**config.mk**
```make
export PLATFORM = sky130hd
export DESIGN_NAME = btn_conditioner
export DESIGN_NICKNAME = d
export VERILOG_FILES = /design/src/rtl/btn_pkg.sv /design/src/rtl/debounce_ch.sv /design/src/rtl/btn_conditioner.sv
export SDC_FILE = /design/constraint.sdc
export NUM_CORES = 1
export LEC_CHECK = 0
export ABC_AREA = 1
export CORE_MARGIN = 2
export CORE_UTILIZATION = 45
export CTS_CLUSTER_SIZE = 25
export DETAILED_ROUTE_END_ITERATION = 16
export PLACE_DENSITY = 0.66
export SLEW_MARGIN = 20
export SYNTH_ARGS = -nofsm -noshare
export SYNTH_HDL_FRONTEND = slang
export SYNTH_SLANG_ARGS = --single-unit
```
**constraint.sdc**
```tcl
create_clock -name clk -period 2 [get_ports clk]
set_input_delay 0.4 -clock clk [delete_from_list [all_inputs] [get_ports clk]]
set_output_delay 0.4 -clock clk [all_outputs]
set_load 0.005 [all_outputs]
```
**src/rtl/btn_pkg.sv**
```systemverilog
// Shared types and helpers for the pushbutton conditioning channels.
package btn_pkg;

    typedef enum logic [1:0] {
        IDLE,
        PRESS_WAIT,
        PRESSED,
        RELEASE_WAIT
    } db_state_t;

    // Number of clock cycles that make up one debounce window.
    function automatic int db_cycles(input int fpga_f, input int db_ms);
        return fpga_f / 1000 * db_ms;
    endfunction

endpackage

```
**src/rtl/debounce_ch.sv**
```systemverilog
// One button channel: two-flop synchroniser, debounce FSM, toggled level and press strobe.
module debounce_ch
    import btn_pkg::*;
#(
    parameter int   DB_CYCLES = 8,
    parameter logic INIT      = 1'b0
) (
    input  logic clk,
    input  logic nreset,
    input  logic nbtn,
    output logic level,
    output logic pulse
);

    localparam int CW = $clog2(DB_CYCLES);
    localparam logic [CW-1:0] CNT_MAX = CW'(DB_CYCLES - 1);

    logic [1:0]    sync;
    logic          s;
    logic [CW-1:0] cnt;
    db_state_t     state;

    assign s = sync[1];

    // Synchroniser idles at 1 so a reset looks like a released button.
    always_ff @(posedge clk or negedge nreset) begin
        if (!nreset) begin
            sync <= 2'b11;
        end else begin
            sync <= {sync[0], nbtn};
        end
    end

    always_ff @(posedge clk or negedge nreset) begin
        if (!nreset) begin
            state <= IDLE;
            cnt   <= '0;
            level <= INIT;
            pulse <= 1'b0;
        end else begin
            pulse <= 1'b0;
            case (state)
                IDLE: begin
                    if (!s) begin
                        state <= PRESS_WAIT;
                        cnt   <= '0;
                    end
                end
                PRESS_WAIT: begin
                    if (s) begin
                        state <= IDLE;
                    end else if (cnt == CNT_MAX) begin
                        state <= PRESSED;
                        level <= ~level;
                        pulse <= 1'b1;
                    end else begin
                        cnt <= cnt + CW'(1);
                    end
                end
                PRESSED: begin
                    if (s) begin
                        state <= RELEASE_WAIT;
                        cnt   <= '0;
                    end
                end
                RELEASE_WAIT: begin
                    // A low during the release window is bounce, not a new press.
                    if (!s) begin
                        state <= PRESSED;
                    end else if (cnt == CNT_MAX) begin
                        state <= IDLE;
                    end else begin
                        cnt <= cnt + CW'(1);
                    end
                end
                default: begin
                    state <= IDLE;
                    cnt   <= '0;
                end
            endcase
        end
    end

endmodule

```
**src/rtl/btn_conditioner.sv**
```systemverilog
// Conditions the rate-select and direction pushbuttons into toggled levels with press strobes.
module btn_conditioner
    import btn_pkg::*;
#(
    parameter int   fpga_f    = 50_000_000,
    parameter int   db_ms     = 10,
    parameter logic TIME_INIT = 1'b0,
    parameter logic UP_INIT   = 1'b1
) (
    input  logic clk,
    input  logic nreset,
    input  logic nbtn_time,
    input  logic nbtn_dir,
    output logic timeS,
    output logic up,
    output logic time_pulse,
    output logic dir_pulse
);

    localparam int DB_CYCLES = db_cycles(fpga_f, db_ms);

    debounce_ch #(
        .DB_CYCLES(DB_CYCLES),
        .INIT     (TIME_INIT)
    ) u_time_ch (
        .clk   (clk),
        .nreset(nreset),
        .nbtn  (nbtn_time),
        .level (timeS),
        .pulse (time_pulse)
    );

    debounce_ch #(
        .DB_CYCLES(DB_CYCLES),
        .INIT     (UP_INIT)
    ) u_dir_ch (
        .clk   (clk),
        .nreset(nreset),
        .nbtn  (nbtn_dir),
        .level (up),
        .pulse (dir_pulse)
    );

endmodule
```
==> run notes <==
- finished clean — outcome
- 0 — Final Hold Vio Count
- sky130_fd_sc_hd__dfrtp_1 — library cell occupying the most area in the post-synthesis netlist
- 0 — cell resize tally after clock tree synthesis
- 50 — number of register bits inferred by synthesis
- 4540 um — half-perimeter wire length after placement
- 620 — Fill cells
- 405 — number of cell instances after yosys synthesis
- 9 — count of cells along the worst register-to-register path
- sky130_fd_sc_hd__nand2_1 — highest-count logic cell in the final layout
- ha_1 > nand3_2 > inv_2 > nand3_2 > nor2_4 > nor2_4 > buf_4 > nand3_1 > o21ai_0 — critical path cell sequence
- sky130_fd_sc_hd__nand2_1 — most frequent cell after synthesis
- 91.8% — period utilisation layout
- sky130_fd_sc_hd__dfrtp_1, sky130_fd_sc_hd__nand2_1, sky130_fd_sc_hd__nor2_1 — Post-synth area hogs
- 0 — post-detailed-route DRC marker count
- 100% — share of synthesized registers carrying an async set or reset
- 32 — largest net degree at the start of global routing
- 2575 — via count
- met2 — GRT busiest layer
- 0.10 ns — post-CTS clock slew at the launch and capture registers of the worst setup and hold paths
- 84.5 um — Chip Width
- 7 — number of I/O port buffers
- 0 — final number of max-transition violations
- 5 — Num CTS Buffers
- 0.00469 ns — worst clock skew on the final layout
- 163 — number of DRC markers after the initial detailed-route iteration
- 3210 sq um — final instance area
- 2.95% — GRT met3 Usage
- 2910 sq um — Post-Syn Area
- 7.19 sq um — post-synthesis average cell area
- 3340 um — Post-Route M1 WL
- 84.5 um — vertical extent of the die
- 2 — combined buffer and inverter count along the critical path
- 353 uV — peak supply drop
- 12.8 um — WL per Instance
- 0 — buffer count from post-CTS setup fixing
- 0 — cts hold-fix bufs
- 0.678 ns — Worst Max-Slew Pin Slew
- sky130_fd_sc_hd__nand2_1, sky130_fd_sc_hd__nor2_1, sky130_fd_sc_hd__dfrtp_1 — leading cell types in the layout, fill and taps excluded
- 0 — Antenna Nets Post-Route
- met4 — uppermost signal routing layer after detailed routing
- 4 — number of iterations in the first detailed-routing pass
- 6.8% — logic gate share of total power
- 1580 uW — internal cell power
- sky130_fd_sc_hd__nand2_1, sky130_fd_sc_hd__nor2_1, sky130_fd_sc_hd__dfrtp_1 — most common library cells after synthesis
- no — setup repair after global routing missed its margin
- register to register — critical path class
- 9 — Stages on worst setup path
- sky130_fd_sc_hd__dfrtp_1 — slowest cell on the critical path
- simple AND/OR/NAND/NOR gates — crit-path leading delay family
- 50 — Clock Sink Count
- 2.19 ns — CP Data Required Time
- 405 — number of standard cells after synthesis
- 0 ns — setup TNS
- 0.901 — routability congestion estimate
- 6310 sq um — area of the core region
- 1.84 ns — minimum clock period
- 644 nW/um^2 — total power per unit cell area
- 2.03 ns — critical path arrival
- u_dir_ch.cnt[0]$_DFFE_PN0P_ — reg2reg end
- 54.8% — headroom to the max-slew limit
- 5.19 — vias per cell
- 489 uW — total net switching power
- u_dir_ch.cnt[1]$_DFFE_PN0P_ — Critical path origin
- 2 — clk buf depth
- 29 — Unique cell types
- 0.30 ns — clock latency on the worst-skew pair
- 3060 sq um — Post-DP Area
- 10.2% — area added between synthesis and finish
- 2730 um — routed length on met2
- 2910 sq um — chip area from the yosys synthesis statistics
- 51.9% — relative contribution of sequential cells to total power
- 28.4% — met2 layer usage reported by global route
- u_dir_ch.cnt[0]$_DFFE_PN0P_ — crit path capture
- 38.7% — area fraction of the dominant cell type after synthesis
- 7130 sq um — Chip Footprint
- 28.2% — met1 Resource Use GR
- 0 — ant diodes
- 0 — warnings from Yosys
- 411 — number of nets produced by synthesis
- 0.16 ns — FF-to-FF setup slack
- primary input to async pin — class of the tightest hold or removal check
- 8 — I/O pin cnt
- u_dir_ch.cnt[1]$_DFFE_PN0P_ — r2r startpoint
- 43.2% — part of the Yosys area used for sequential elements
- 14 — largest driver fanout on the critical path
- 41.4% — relative contribution of the clock network to total power
- 0 — # setup viols final
- 11000 um — wire length of the first global-routing pass
- 6340 um — routed wire length
- 46.1% — Init Core Util
- 2 — maximum level of the CTS H-tree
- 0 — count of library flops with an enable pin
- 488 — Placed Cells incl. Taps
- 19.0% — total routing usage reported by global routing
- 23.6% — Switching Share
- 0 — count of maximum capacitance violations
- 2376 — via count of the first global-routing pass
- 26 — number of warning messages in the logs
- 0 — number of antenna violations at the first check in global routing
- 424 — Net count, final
- done — TritonCTS clock tree
- sky130_fd_sc_hd__dfrtp_1 — most frequently used flop master after synthesis
- sky130_fd_sc_hd__clkbuf_8 — buffer cell driving the clock tree root
- 544 MHz — max frequency
- 29 — std cell rows
- 181 um — length of routed met3 wiring
- 496 — count of non-filler cells in the finished layout
- register — Worst setup SP type
- 0 — grt total ovfl
- 8.59% — fraction of final layout cells with drive strength greater than 1
- 0.00136 uW — leakage power
- register — nature of the critical path endpoint
- 0.40 ns — Crit path largest cell delay
## flip-flops by register name (all words and copies together), names as in the netlist, named ones only
name / count
u_dir_ch.state: 1
u_time_ch.state: 1
u_time_ch.pulse: 1
u_dir_ch.cnt: 19
u_time_ch.level: 1
u_time_ch.sync: 2
u_time_ch.cnt: 19
u_dir_ch.pulse: 1
u_dir_ch.sync: 2
u_dir_ch.level: 1
## through the flow
stage,power [uW],utilization (%),setup slack [ns],hold slack (ns)
final,2070,50.9,0.163,0.120
after floorplan,1170,-,0.394,0.104
after detailed placement,1230,48.5,0.142,0.349
after global placement,1220,48.5,0.221,0.348
after global routing,2170,50.9,0.0232,0.180
after CTS,2090,50.7,0.112,0.151
## cells by family after synthesis
logic type	Yosys count	synth area share, %
AOI/OAI and AO/OA	38	7.56
adders and majority gates	2	0.859
xor gates and xnor gates	15	4.51
buffers and inverters	38	6.06
DFF	50	43.2
and+or+nand+nor	262	37.8
## area by class of cell
type | instances | area, sq um | share of cell area [%]
Clock buffer | 5 | 68.8 | 2.14
Tap cell | 77 | 96.3 | 3.00
Sequential cell | 50 | 1260 | 39.2
Clock inverter | 3 | 68.8 | 2.14
Inverter | 31 | 119 | 3.70
Multi-Input combinational cell | 317 | 1490 | 46.4
Timing Repair Buffer | 13 | 110 | 3.43
## worst reg2reg max path: cells and delay by family (launching register included)
| family | cells | cell delay (ns) |
|---|---|---|
| compound gates | 1 | 0.08 |
| fa+ha+maj | 1 | 0.34 |
| buf+inv | 2 | 0.30 |
| flops | 1 | 0.40 |
| simple gates | 5 | 0.60 |
## power by group through the flow
stage	sequential (uW)	combinational (uW)	clock [uW]
after floorplan	1080	87.6	0
after global placement	1090	134	0
after detailed placement	1090	139	0
after CTS	1070	139	880
after global routing	1080	160	928
final	1070	140	856
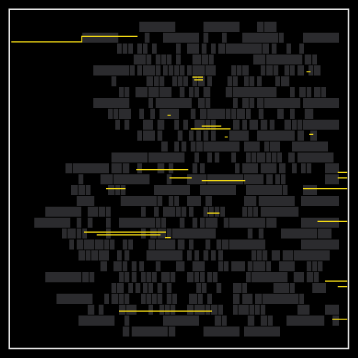
*Metal 3*
Scale: 4 px per um.
- share of all routed wire: 2.9%
- nets with wire on the layer: 18
- wire length on this layer: 182 um

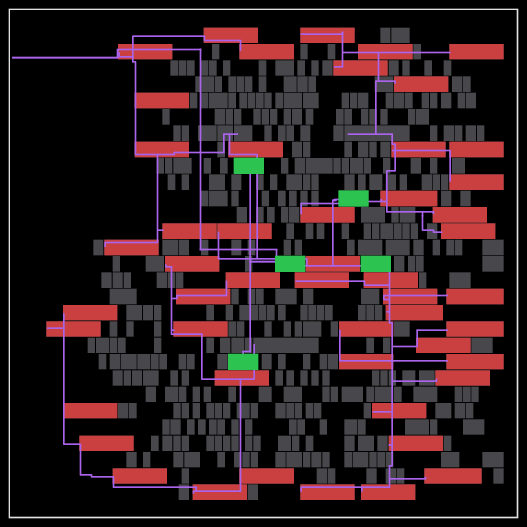
*Routed clock nets over the placement*
Scale: 6 px per um.
- red: flip-flops (count 50)
- purple: clock wires (length 674 um)
- green: clock-net drivers (count 5)
- flops lie: spread over the die

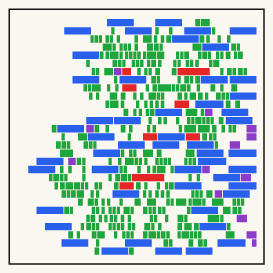
*Cell classes on the final placement*
Scale: 3 px per um.
- green: remaining logic cells (cells 348; share of their area 52%)
- blue: registers (cells 50; share of their area 40%)
- red: clock drivers and dummy loads (cells 8; share of their area 4.4%)
- purple: remaining buffers and delay cells (cells 13; share of their area 3.5%)

Power figures rest on the tool's default switching activity, not on a simulated workload.
